### src/rtl/gpio_seq_pkg.sv
// Shared constants for the GPIO pattern sequencer: register map, CTRL/STATUS
// bit positions and FSM state encoding.
package gpio_seq_pkg;
  localparam logic [4:0] OFF_CTRL   = 5'h00;
  localparam logic [4:0] OFF_STATUS = 5'h04;
  localparam logic [4:0] OFF_DATA   = 5'h08;
  localparam logic [4:0] OFF_PRESC  = 5'h0C;
  localparam logic [4:0] OFF_MASK   = 5'h10;

  localparam int CTRL_EN   = 0;
  localparam int CTRL_LOOP = 1;
  localparam int CTRL_CLR  = 2;

  localparam int ST_BUSY  = 0;
  localparam int ST_EMPTY = 1;
  localparam int ST_FULL  = 2;
  localparam int ST_OVF   = 3;
  localparam int ST_LVL   = 8;

  localparam logic [1:0] S_IDLE  = 2'd0;
  localparam logic [1:0] S_RUN   = 2'd1;
  localparam logic [1:0] S_PAUSE = 2'd2;
endpackage

### src/rtl/gpio_seq_if.sv
// Peripheral bus bundle shared by the GPIO block and the pattern sequencer.
interface gpio_seq_if;
  logic [31:0] mem_addr;
  logic [31:0] mem_wdata;
  logic        mem_we;
  logic        mem_re;
  logic [31:0] mem_rdata;

  modport master (output mem_addr, mem_wdata, mem_we, mem_re, input mem_rdata);
  modport slave  (input mem_addr, mem_wdata, mem_we, mem_re, output mem_rdata);
endinterface

### src/rtl/gpio_seq_fifo.sv
// Entry FIFO with flush and a peek pointer that can walk the stored entries
// (wrapping oldest<-newest) without consuming them, used for looped playback.
module gpio_seq_fifo #(
  parameter int DEPTH = 8,
  parameter int W     = 23,
  localparam int AW   = $clog2(DEPTH),
  localparam int LW   = AW + 1
) (
  input  logic          clk,
  input  logic          rst_n,
  input  logic          push_i,
  input  logic [W-1:0]  data_i,
  input  logic          pop_i,
  input  logic          flush_i,
  input  logic          start_i,
  input  logic          adv_i,
  input  logic          loop_i,
  output logic [W-1:0]  head_o,
  output logic [W-1:0]  next_o,
  output logic [LW-1:0] level_o,
  output logic          full_o,
  output logic          empty_o
);
  logic [W-1:0]  mem_q [DEPTH];
  logic [AW-1:0] rd_q, wr_q, pk_q, last, nxt_idx;
  logic [LW-1:0] cnt_q;
  logic          push_ok;

  assign full_o  = (cnt_q == LW'(DEPTH));
  assign empty_o = (cnt_q == '0);
  assign level_o = cnt_q;
  // A full FIFO still takes a push when the head leaves in the same cycle.
  assign push_ok = push_i && !flush_i && (!full_o || pop_i);
  assign last    = wr_q - 1'b1;
  assign nxt_idx = loop_i ? ((pk_q == last) ? rd_q : pk_q + 1'b1) : rd_q + 1'b1;
  assign head_o  = mem_q[rd_q];
  assign next_o  = mem_q[nxt_idx];

  always_ff @(posedge clk) begin
    if (push_ok) mem_q[wr_q] <= data_i;
  end

  always_ff @(posedge clk) begin
    if (!rst_n || flush_i) begin
      rd_q  <= '0;
      wr_q  <= '0;
      pk_q  <= '0;
      cnt_q <= '0;
    end else begin
      if (push_ok) wr_q <= wr_q + 1'b1;
      if (pop_i) begin
        rd_q <= rd_q + 1'b1;
        pk_q <= rd_q + 1'b1;
      end else if (adv_i) begin
        pk_q <= nxt_idx;
      end else if (start_i) begin
        pk_q <= rd_q;
      end
      cnt_q <= cnt_q + LW'(push_ok) - LW'(pop_i);
    end
  end
endmodule

### src/rtl/gpio_seq.sv
// Timed GPIO pattern sequencer: plays queued (pattern, hold) entries on masked pins.
// Build option GPIO_SEQ_PRESC_EN adds the PRESC register and tick prescaler.
module gpio_seq
  import gpio_seq_pkg::*;
#(
  parameter logic [31:0] SEQ_BASE_ADDR = 32'h40002000,
  parameter int NUM_PINS   = 7,
  parameter int FIFO_DEPTH = 8,
  parameter int HOLD_W     = 16
) (
  input  logic                clk,
  input  logic                rst_n,
  gpio_seq_if.slave           bus,
  input  logic [NUM_PINS-1:0] gpio_cpu_out,
  output logic [NUM_PINS-1:0] gpio_out,
  output logic                seq_done
);
  localparam int EW = HOLD_W + NUM_PINS;
  localparam int LW = $clog2(FIFO_DEPTH) + 1;

  logic                hit, wr_ctrl, wr_status, wr_mask, push, clr;
  logic [4:0]          off;
  logic                en_q, loop_q, ovf_q, done_q, done_d;
  logic [NUM_PINS-1:0] mask_q, pat_q, pat_d;
  logic [HOLD_W-1:0]   cnt_q, cnt_d;
  logic [1:0]          state_q, state_d;
  logic                pop, adv, start, tick, run_act;
  logic [EW-1:0]       head, nxt;
  logic [LW-1:0]       level;
  logic                full, empty;
  logic [31:0]         rd_val;
  logic                unused_ok;

  function automatic logic [HOLD_W-1:0] hold1(input logic [HOLD_W-1:0] h);
    return (h == '0) ? HOLD_W'(1) : h;
  endfunction

  assign hit       = (bus.mem_addr[31:8] == SEQ_BASE_ADDR[31:8]);
  assign off       = bus.mem_addr[4:0];
  assign wr_ctrl   = bus.mem_we && hit && (off == OFF_CTRL);
  assign wr_status = bus.mem_we && hit && (off == OFF_STATUS);
  assign wr_mask   = bus.mem_we && hit && (off == OFF_MASK);
  assign push      = bus.mem_we && hit && (off == OFF_DATA);
  assign clr       = wr_ctrl && bus.mem_wdata[CTRL_CLR];
  assign unused_ok = ^{bus.mem_addr, bus.mem_wdata};

  gpio_seq_fifo #(.DEPTH(FIFO_DEPTH), .W(EW)) u_fifo (
    .clk(clk), .rst_n(rst_n),
    .push_i(push), .data_i({bus.mem_wdata[16 +: HOLD_W], bus.mem_wdata[NUM_PINS-1:0]}),
    .pop_i(pop), .flush_i(clr), .start_i(start), .adv_i(adv), .loop_i(loop_q),
    .head_o(head), .next_o(nxt), .level_o(level), .full_o(full), .empty_o(empty)
  );

  always_ff @(posedge clk) begin
    if (!rst_n) begin
      en_q   <= 1'b0;
      loop_q <= 1'b0;
      mask_q <= '0;
      ovf_q  <= 1'b0;
    end else begin
      if (wr_ctrl) begin
        en_q   <= bus.mem_wdata[CTRL_EN];
        loop_q <= bus.mem_wdata[CTRL_LOOP];
      end
      if (wr_mask) mask_q <= bus.mem_wdata[NUM_PINS-1:0];
      if (push && full && !pop && !clr) ovf_q <= 1'b1;
      else if (wr_status && bus.mem_wdata[ST_OVF]) ovf_q <= 1'b0;
    end
  end

`ifdef GPIO_SEQ_PRESC_EN
  logic [15:0] presc_q, psc_q, plat_q;
  logic        prestart;
  assign tick     = (psc_q == plat_q);
  assign prestart = start;

  // The divisor is latched per tick period so a PRESC write never cuts one short.
  always_ff @(posedge clk) begin
    if (!rst_n) begin
      presc_q <= '0;
      psc_q   <= '0;
      plat_q  <= '0;
    end else begin
      if (bus.mem_we && hit && (off == OFF_PRESC)) presc_q <= bus.mem_wdata[15:0];
      if (prestart || (run_act && tick)) begin
        psc_q  <= '0;
        plat_q <= presc_q;
      end else if (run_act) begin
        psc_q <= psc_q + 16'd1;
      end
    end
  end
`else
  assign tick = 1'b1;
`endif

  always_comb begin
    state_d = state_q;
    pat_d   = pat_q;
    cnt_d   = cnt_q;
    pop     = 1'b0;
    adv     = 1'b0;
    start   = 1'b0;
    run_act = 1'b0;
    done_d  = 1'b0;
    case (state_q)
      S_IDLE: begin
        if (!clr && en_q && !empty) begin
          state_d = S_RUN;
          start   = 1'b1;
          pat_d   = head[NUM_PINS-1:0];
          cnt_d   = hold1(head[EW-1 -: HOLD_W]);
        end
      end
      S_RUN, S_PAUSE: begin
        if (clr) begin
          state_d = S_IDLE;
        end else if (!en_q) begin
          state_d = S_PAUSE;
        end else begin
          state_d = S_RUN;
          run_act = 1'b1;
          if (tick && cnt_q == HOLD_W'(1)) begin
            if (loop_q) adv = 1'b1;
            else        pop = 1'b1;
            if (loop_q || level > LW'(1)) begin
              pat_d = nxt[NUM_PINS-1:0];
              cnt_d = hold1(nxt[EW-1 -: HOLD_W]);
            end else begin
              state_d = S_IDLE;
              done_d  = 1'b1;
            end
          end else if (tick) begin
            cnt_d = cnt_q - 1'b1;
          end
        end
      end
      default: state_d = S_IDLE;
    endcase
  end

  always_ff @(posedge clk) begin
    if (!rst_n) begin
      state_q <= S_IDLE;
      pat_q   <= '0;
      cnt_q   <= '0;
      done_q  <= 1'b0;
    end else begin
      state_q <= state_d;
      pat_q   <= pat_d;
      cnt_q   <= cnt_d;
      done_q  <= done_d;
    end
  end

  always_comb begin
    rd_val = '0;
    case (off)
      OFF_CTRL: begin
        rd_val[CTRL_EN]   = en_q;
        rd_val[CTRL_LOOP] = loop_q;
      end
      OFF_STATUS: begin
        rd_val[ST_LVL +: LW] = level;
        rd_val[ST_OVF]       = ovf_q;
        rd_val[ST_FULL]      = full;
        rd_val[ST_EMPTY]     = empty;
        rd_val[ST_BUSY]      = (state_q != S_IDLE);
      end
`ifdef GPIO_SEQ_PRESC_EN
      OFF_PRESC: rd_val[15:0] = presc_q;
`endif
      OFF_MASK: rd_val[NUM_PINS-1:0] = mask_q;
      default: rd_val = '0;
    endcase
  end

  assign bus.mem_rdata = (hit && bus.mem_re) ? rd_val : '0;
  assign gpio_out = (state_q != S_IDLE) ? ((mask_q & pat_q) | (~mask_q & gpio_cpu_out))
                                        : gpio_cpu_out;
  assign seq_done = done_q;
endmodule

### src/flat_wrapper.sv
// flat-port wrapper written by rule: the top's interface ports become plain ports
module gpio_seq_flat import gpio_seq_pkg::*;
#(
  parameter logic [31:0] SEQ_BASE_ADDR = 32'h40002000,
  parameter int NUM_PINS   = 7,
  parameter int FIFO_DEPTH = 8,
  parameter int HOLD_W     = 16
)
  (clk, rst_n, gpio_cpu_out, gpio_out, seq_done, bus_mem_addr, bus_mem_wdata, bus_mem_we, bus_mem_re, bus_mem_rdata);
  gpio_seq_if bus_i ();
  input  logic clk;
  input  logic rst_n;
  input  logic [NUM_PINS-1:0] gpio_cpu_out;
  output logic [NUM_PINS-1:0] gpio_out;
  output logic seq_done;
  input wire logic [$bits(bus_i.mem_addr)-1:0] bus_mem_addr;
  input wire logic [$bits(bus_i.mem_wdata)-1:0] bus_mem_wdata;
  input wire logic [$bits(bus_i.mem_we)-1:0] bus_mem_we;
  input wire logic [$bits(bus_i.mem_re)-1:0] bus_mem_re;
  output wire logic [$bits(bus_i.mem_rdata)-1:0] bus_mem_rdata;
  assign bus_i.mem_addr = bus_mem_addr;
  assign bus_i.mem_wdata = bus_mem_wdata;
  assign bus_i.mem_we = bus_mem_we;
  assign bus_i.mem_re = bus_mem_re;
  assign bus_mem_rdata = bus_i.mem_rdata;
  gpio_seq #(.SEQ_BASE_ADDR(SEQ_BASE_ADDR), .NUM_PINS(NUM_PINS), .FIFO_DEPTH(FIFO_DEPTH), .HOLD_W(HOLD_W)) u_core (.clk(clk), .rst_n(rst_n), .bus(bus_i), .gpio_cpu_out(gpio_cpu_out), .gpio_out(gpio_out), .seq_done(seq_done));
endmodule
### config.mk
export PLATFORM = sky130hd
export DESIGN_NAME = gpio_seq_flat
export DESIGN_NICKNAME = d
export VERILOG_FILES = /design/src/rtl/gpio_seq_pkg.sv /design/src/rtl/gpio_seq_if.sv /design/src/rtl/gpio_seq_fifo.sv /design/src/rtl/gpio_seq.sv /design/src/flat_wrapper.sv
export SDC_FILE = /design/constraint.sdc
export NUM_CORES = 1
export LEC_CHECK = 0
export CORE_MARGIN = 4
export CORE_UTILIZATION = 45
export DETAILED_ROUTE_END_ITERATION = 8
export GPL_TIMING_DRIVEN = 1
export PLACE_DENSITY_LB_ADDON = 0.3
export SETUP_SLACK_MARGIN = 0.4
export SLEW_MARGIN = 20
export SYNTH_ARGS = -nofsm -noshare
export SYNTH_HDL_FRONTEND = slang
export SYNTH_HIERARCHICAL = 1
export SYNTH_SLANG_ARGS = --single-unit
### constraint.sdc
create_clock -name clk -period 5.2 [get_ports clk]
set_input_delay 1.04 -clock clk [delete_from_list [all_inputs] [get_ports clk]]
set_output_delay 1.04 -clock clk [all_outputs]
set_load 0.005 [all_outputs]
==> results.json <==
{
  "outcome": "finished clean",
  "switching_power_uw": 878,
  "drt_first_iter_violations": 1811,
  "drt_pre_antenna_iters": 6,
  "chip_area_sq_um": 44800,
  "intPower_mw": 3.23,
  "post-synth-top-area-fraction_pct": 29.6,
  "slew_headroom_pct": 20.3,
  "critical_path.reg2reg.endpoint": "u_core/cnt_q[5]",
  "worst_setup_path_start_kind": "flop",
  "hold_buffers": 0,
  "grt_setup_unrepaired": "false",
  "synth-seq-area-share_pct": 35.2,
  "worst-setup-path-type": "flop to flop",
  "final_layout_size_suffix_gt1_share_pct": 13.9,
  "edf_count": 184,
  "path_buffers": 2,
  "irDropWorstVdd_mv": 0.215,
  "worstPathMaxFanout": 41,
  "leakage_power_nw": 6.51,
  "grt_antenna_before_repair": 0,
  "synth-area-yosys_sq_um": 18700,
  "yosys_cells": 1970,
  "antenna_violating_nets_post_route": 0,
  "crit_required_ps": 5640,
  "setup_violations": 0,
  "warning_count": 47,
  "stdcell_count": 2480,
  "critical_path_cell_count": 14,
  "p_seq_mw": 2.03,
  "syn-instance-count": 1970,
  "die_x_extent_microns": 212,
  "yosys.area.top_type": "edfxtp_1",
  "worstRegToRegCells": 14,
  "layout-area-overhead-vs-synth_pct": 10.4,
  "cp_slowest_stage_delay_ps": 590,
  "min_path_type": "flop to flop",
  "r2r_setup_slack_ps": 720,
  "layout_setup_ws_ps": 716,
  "fin_tns_setup_ps": 0,
  "share_seq_of_total_power_pct": 49.4,
  "ys_top_cells_by_area": "edfxtp_1, dfxtp_1, mux4_2",
  "asyncSetResetFlopFracSynth_pct": 0,
  "floorplan_die_height_microns": 212,
  "clkSlewWorstSetupHoldPaths_ps": 60,
  "clock.fmax_mhz": 223,
  "overall_routing_resource_usage_pct": 26.3,
  "grt_first_pass_wirelength_mm": 95.4,
  "fin_crit_sh_pct": 86.2,
  "final_max_slew_viol_count": 0,
  "wl_per_cell_microns": 24.5,
  "route.detailed.vias_per_inst": 6.92,
  "synth_top_cell_by_count": "edfxtp_1",
  "power.share.switching_pct": 21.3,
  "synth.top_cells.by_count": "edfxtp_1, o21ai_0, nor2_1",
  "layout.nets": 2017,
  "max-clock-path-buffers": 3,
  "netlist-cell-type-count": 81,
  "hold_path_depth": 2,
  "largestPowerGroup": "sequential cells",
  "crit_start": "u_core/u_fifo/wr_q[0]",
  "post-route-min-period_ps": 4480,
  "power.combinational.fraction_pct": 4.6,
  "wl_mm": 60.7,
  "floorplan.initialDensity_pct": 45.6,
  "postCtsSetupRepairBufs": 0,
  "worst_slew_pin_slew_ps": 1190,
  "slowest_stage": "xor3_4",
  "worstHoldEndpoint": "u_core/cnt_q[12]",
  "fillCellCount": 3616,
  "cp-endpoint": "u_core/cnt_q[5]",
  "tritoncts": "yes",
  "drv.max_cap_violation_count": 0,
  "post_cts_resized": 0,
  "endpoint_kind": "flop",
  "seqCellArea_sq_um": 6580,
  "yosys_warnings": 6,
  "gpl.final_weighted_congestion": 0.938,
  "post-route-drc-count": 0,
  "hpwl_mm": 37.4,
  "synthFlopType": "edfxtp_1",
  "dp.cells": 2431,
  "grt_start_max_net_pins": 186,
  "clock_tree.htree_level_count": 1,
  "reg2reg_from": "u_core/u_fifo/wr_q[0]",
  "clock_tree.root_cell": "clkbuf_16",
  "vias_in_the_first_global_route": 17073,
  "pwr.group.combinational_uw": 191,
  "number_of_cts_inserted_buffers": 26,
  "cp_cell_sequence": "inv_1, ha_1, xor3_4, o311ai_2, o211a_1, or2_1, buf_4, o22ai_1, a211o_1, nor4_1, and4_1, nor3_1, a211oi_1, nor2_1",
  "clock-sinks": 236,
  "worst_hold_slack_ps": 493,
  "min-delay-start": "u_core/cnt_q[12]",
  "dp_slack_ps": 571,
  "power_density_nw_per_um2": 200,
  "multi_input_comb_area_sq_um": 11000,
  "antennaDiodeCount": 0,
  "post-layout-total-power_mw": 4.11,
  "worst_ep_arrival_time_ps": 4920,
  "synth_flops": 236,
  "critical_path.top_delay_family": "AND-OR/OR-AND gates",
  "finalHoldViolations": 0,
  "detailed_place.area_sq_um": 19700,
  "synthesis.area_sq_um": 18700,
  "syn_avg_cell_area_sq_um": 9.47,
  "globalRouteOverflowTotal": 0
}
logic make-up after synthesis:
family                     synth area share [%]
AOI/OAI and AO/OA                          30.9
xor gates and xnor gates                   1.09
adders and majority gates                 0.979
buffers and inverters                      6.43
DFF                                        35.2
muxes                                      11.3
other                                    0.0201
and+or+nand+nor                            14.2
layer usage:
metal | up-vias | share of wire (%) | global-route usage, %
met2 | 909 | 48 | 43.4
met1 | 8367 | 39 | 34.2
met3 | 209 | 8.1 | 3.85
li1 | 7687 | - | -
met4 | 0 | 4.5 | 12.6
met5 | - | 0 | 0
cells in the final DEF (no fill, tap or decap), drive strengths merged, types with 26 or more instances in the layout:
cell type / netlist / final
o21ai: 188 / 188
edfxtp: 184 / 184
nor2: 156 / 156
a41oi: 94 / 94
nand2: 84 / 84
clkdlybuf4s50: 0 / 81
mux2: 76 / 76
a21oi: 74 / 74
o21a: 69 / 69
nand3: 65 / 65
buf: 92 / 63
nor2b: 62 / 62
nand2b: 52 / 52
dfxtp: 52 / 52
a22oi: 50 / 50
a221oi: 46 / 46
o21bai: 46 / 46
o32a: 46 / 46
mux4: 46 / 46
clkbuf: 142 / 34
or4: 26 / 26
o2bb2ai: 26 / 26
worst min-delay path, cell delays in order, from the launching register on:
cell	delay, ps
dfxtp_1	340
nand2_1	60
o21ai_1	50
sequential cells by signal (all words and copies together) (netlist names), 3 cells and up, named ones only:
register	count
u_core/cnt_q	16
u_core/mask_q	7
u_core/pat_q	7
u_core/u_fifo/level_o	4
u_core/u_fifo/mem_q	184
u_core/u_fifo/pk_q	3
u_core/u_fifo/rd_q	3
u_core/u_fifo/wr_q	3
cell type report:
class,count,share of cell area [%]
flip-flops and latches,236,31.9
clock inverters,14,0.704
multi-input cells,1496,53.6
inverters,24,0.437
repair buffers,144,6.57
well taps,532,3.23
clock buffers,34,3.50
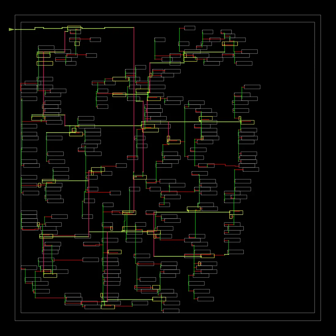
Figure 1: clock wiring as the flow saved it.
power drawn by the clock network: 1.89 mW
Post-Route Skew: 17.3 ps

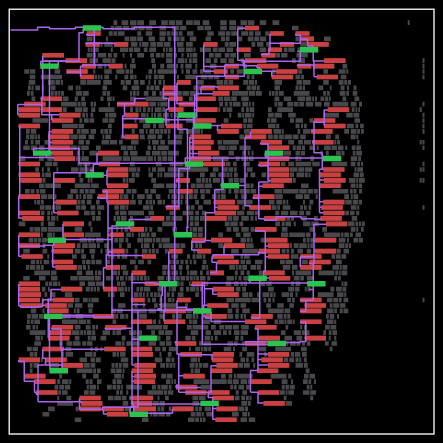
Figure 2: clock network drawn from the DEF.
(2 px per micron)
Purple shows clock wires, length 3190 microns. Green shows clock-net drivers, count 26. Red shows flip-flops, count 236.
There are 27 routed clock nets.
clk_lat worst skew: 550 ps
part of the total power dissipated in the clock network: 46.0%

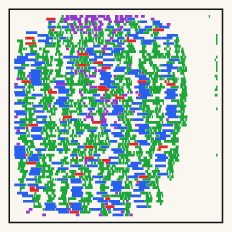
Figure 3: placed cells, one colour a class.
(1 px per micron)
Blue shows registers, cells 236, share of their area 33%. Green shows remaining logic cells, cells 1520, share of their area 56%. Red shows clock drivers and dummy loads, cells 48, share of their area 4.3%. Purple shows remaining buffers and delay cells, cells 144, share of their area 6.8%.
Site Rows: 74
final design instance area without fill: 20600 sq um
utilization of the core after routing: 50.4%
placeable core region: 40900 sq um

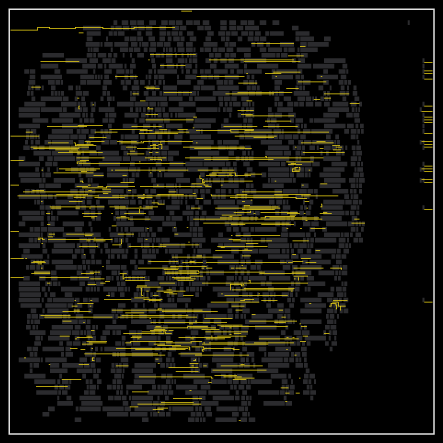
Figure 4: signal wires on met3.
(2 px per micron) Cells faint in the background.
The longest straight run is 69.0 microns. The wires run mostly horizontal.
routed via count: 17172
global-route met3 utilization: 3.85%

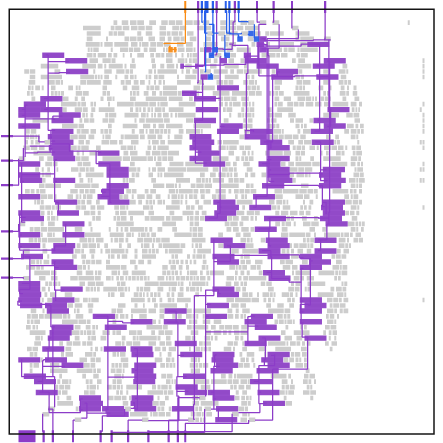
Figure 5: I/O nets highlighted.
(2 px per micron)
Purple shows `bus_mem_wdata`, bits 32, direction input, end cells 195, wire 2990 microns. Orange shows `bus_mem_re`, bits 1, direction input, end cells 2, wire 33.7 microns. Blue shows `gpio_cpu_out`, bits 7, direction input, end cells 7, wire 159 microns.
IO Pins: 115
count of buffers inserted at the top-level ports: 81

Power and IR drop assume default switching activity.
